==> config.mk <==
export PLATFORM = sky130hd
export DESIGN_NAME = pc_ir_unit_flat
export DESIGN_NICKNAME = d
export VERILOG_FILES = /design/src/rtl/pc_ir_if.sv /design/src/rtl/pc_ir_unit.sv /design/src/flat_wrapper.sv
export SDC_FILE = /design/constraint.sdc
export NUM_CORES = 1
export LEC_CHECK = 0
export CAP_MARGIN = 25
export CORE_ASPECT_RATIO = 1.2
export CORE_MARGIN = 4
export CORE_UTILIZATION = 45
export CTS_CLUSTER_DIAMETER = 50
export DETAILED_ROUTE_END_ITERATION = 12
export GPL_TIMING_DRIVEN = 0
export PLACE_DENSITY = 0.82
export SYNTH_ARGS = -nofsm -noshare
export SYNTH_HDL_FRONTEND = slang
export SYNTH_SLANG_ARGS = --single-unit
==> constraint.sdc <==
create_clock -name clk -period 4.4 [get_ports clk]
set_clock_uncertainty 0.2 [all_clocks]
set_input_delay 0.88 -clock clk [delete_from_list [all_inputs] [get_ports clk]]
set_output_delay 0.88 -clock clk [all_outputs]
set_load 0.05 [all_outputs]
Fig. 1: floorplan with the power grid
Drawn at 3 px/um. Pins as bars on the die edge.
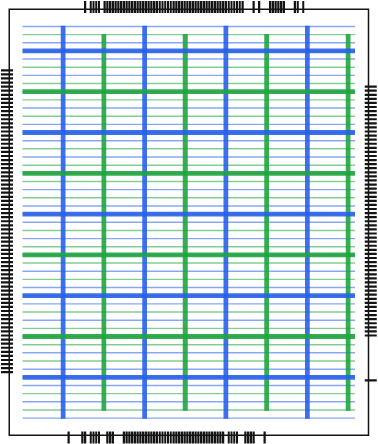
- VDD: green
- VSS: blue
- met4 straps: 8
- rows: 48
die boundary height: 141 um
CORE AREA: 0.0145 mm^2
horizontal die dimension: 119 um

Fig. 2: sizing map
Drawn at 2 px/um.
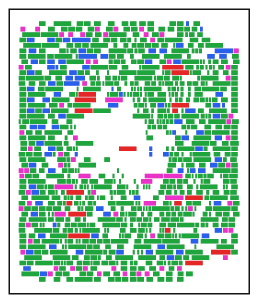
- x2: blue (cells 93; share 9.8%)
- x3 and x4: magenta (cells 68; share 7.2%)
- x6 and larger: red (cells 17; share 1.8%)
- x1 and smaller: green (cells 768; share 81%)
Syn-to-layout area delta: 49.7%
Non-CTS buffers: 343
final standard cell area without fillers: 0.0100 mm^2

Fig. 3: placement view
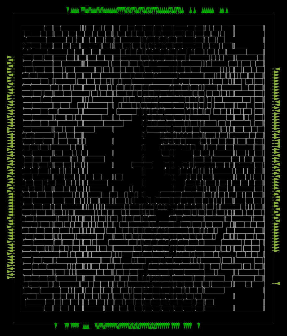
std cell rows: 48
final sequential cell count: 101
non-filler cells in the finished layout: 1146

Fig. 4: wire density map
Drawn at 3 px/um. The die is cut into 24 by 28 equal tiles; dark purple is low, yellow is high, scaled to the fullest tile. Values are wire area over tile area, all layers added.
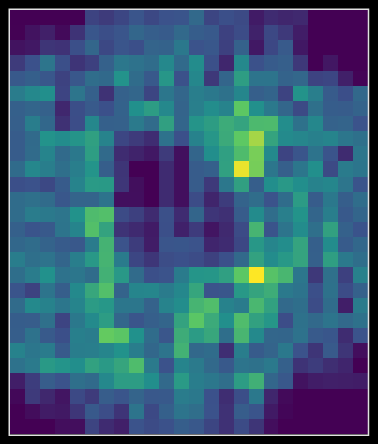
- nearly empty tiles: 7.1%
- mean over tiles: 0.21
- emptiest ninth of the die: south-east
- tiles over half the peak: 15%
total routing usage reported by global routing: 25.0%
Detailed Route WL: 21500 um
via total after detailed routing: 6205
routed wire length per instance: 18.7 um

Fig. 5: a small window of the routed layout
Region (35, 74) to (85, 124) um. Cells in grey, sequential cells in the stronger grey; small squares are vias.
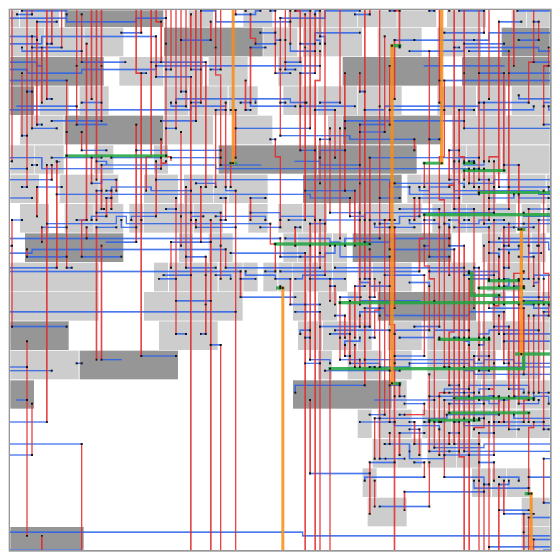
- M2: red
- M3: green
- M4: orange
- M1: blue
- cells with their middle in the window: 156
- sequential cells in the window: 17
- most frequent: clkdlybuf4s50_1 (19), dfrtp_1 (16), nand2_1 (14)

==> run_summary.xml <==
<?xml version="1.0" encoding="UTF-8"?>
<metrics>
  <group name="run_status">
    <metric name="run_status" unit="">complete, no violations</metric>
  </group>
  <group name="worst_setup_path">
    <metric name="crit_fanout" unit="">7</metric>
    <metric name="cp.arrival" unit="ns">3.10</metric>
    <metric name="end_kind" unit="">output pin</metric>
  </group>
  <group name="yosys">
    <metric name="yosys.cell_count.top_type" unit="">sky130_fd_sc_hd__dfrtp_1</metric>
    <metric name="yosys.cell_types.count" unit="">64</metric>
    <metric name="postSynth.topFlopCell" unit="">sky130_fd_sc_hd__dfrtp_1</metric>
    <metric name="syn-mean-instance-area" unit="um^2">10.1</metric>
    <metric name="xor_and_xnor_fraction_of_the_mapped_netlist_area" unit="%">7.21</metric>
    <metric name="netlist_area" unit="mm^2">0.00668</metric>
    <metric name="ys_ff" unit="">101</metric>
    <metric name="cell_area_leaders" unit="">sky130_fd_sc_hd__dfrtp_1 (37%), sky130_fd_sc_hd__mux2_2 (12%), sky130_fd_sc_hd__ha_1 (6.7%)</metric>
    <metric name="syn-instance-count" unit="">664</metric>
    <metric name="area_fraction_in_and_or_nand_and_nor_cells_after_synthesis" unit="%">12.8</metric>
  </group>
  <group name="placement">
    <metric name="port-buffer-count" unit="">260</metric>
    <metric name="gpl.final_weighted_congestion" unit="">0.926</metric>
    <metric name="dpl-instance-area" unit="mm^2">0.00956</metric>
  </group>
  <group name="run">
    <metric name="max_cap_violations" unit="">0</metric>
  </group>
  <group name="drt">
    <metric name="highest-signal-layer" unit="">met4</metric>
    <metric name="wl_met1" unit="um">8140</metric>
    <metric name="wl_met2" unit="um">11300</metric>
  </group>
  <group name="die">
    <metric name="core_util_floorplan" unit="%">46.2</metric>
  </group>
  <group name="timing">
    <metric name="hold_viol" unit="">0</metric>
    <metric name="worst_slack" unit="ns">0.216</metric>
    <metric name="maxSlewViolCount" unit="">0</metric>
    <metric name="rsz0062_at_grt" unit="">no</metric>
    <metric name="setup_viol" unit="">0</metric>
    <metric name="worst_slew_margin_rel" unit="%">49.1</metric>
    <metric name="holdWs" unit="ns">0.284</metric>
  </group>
  <group name="global_routing">
    <metric name="grt-busiest-layer" unit="">met2</metric>
    <metric name="total_gr_overflow" unit="">0</metric>
    <metric name="grt_util_met2" unit="%">46.0</metric>
    <metric name="vias_in_the_first_global_route" unit="">6476</metric>
  </group>
  <group name="final_layout">
    <metric name="final_layout_size_suffix_gt1_share" unit="%">18.8</metric>
    <metric name="layout.cells.most_common_list" unit="">sky130_fd_sc_hd__clkdlybuf4s50_1 (246), sky130_fd_sc_hd__dfrtp_1 (98), sky130_fd_sc_hd__mux2_2 (69)</metric>
    <metric name="area.combinational" unit="mm^2">0.00366</metric>
    <metric name="sequential_cell_area" unit="mm^2">0.00253</metric>
  </group>
  <group name="clock_tree">
    <metric name="numClockSinks" unit="">101</metric>
    <metric name="cts-hold-fix-buffers" unit="">0</metric>
    <metric name="max-clock-path-buffers" unit="">2</metric>
    <metric name="cts.clk_slew.worst_paths" unit="ns">0.08</metric>
    <metric name="insertion_delay" unit="ns">0.36</metric>
  </group>
  <group name="worst_hold_path">
    <metric name="timing.hold.worst.class" unit="">register to register</metric>
  </group>
</metrics>
worst max-delay path, cell delays in order, from the launching register on:
cell and delay [ns]:
sky130_fd_sc_hd__dfrtp_1 0.53, sky130_fd_sc_hd__ha_1 0.25, sky130_fd_sc_hd__nand3_1 0.17, sky130_fd_sc_hd__nor2_2 0.35, sky130_fd_sc_hd__nand4_1 0.37, sky130_fd_sc_hd__xnor2_1 0.24
sky130_fd_sc_hd__clkdlybuf4s50_1 0.83
cell type report:
cell class                 count  share of cell area [%]
clock buffer                   9                    2.25
clock inverter                 7                    1.28
timing repair buffer         268                    26.8
buffer                        75                    4.78
sequential                   101                    25.3
tap                          200                    2.50
inverter                      13                   0.488
multi-input combinational    473                    36.6
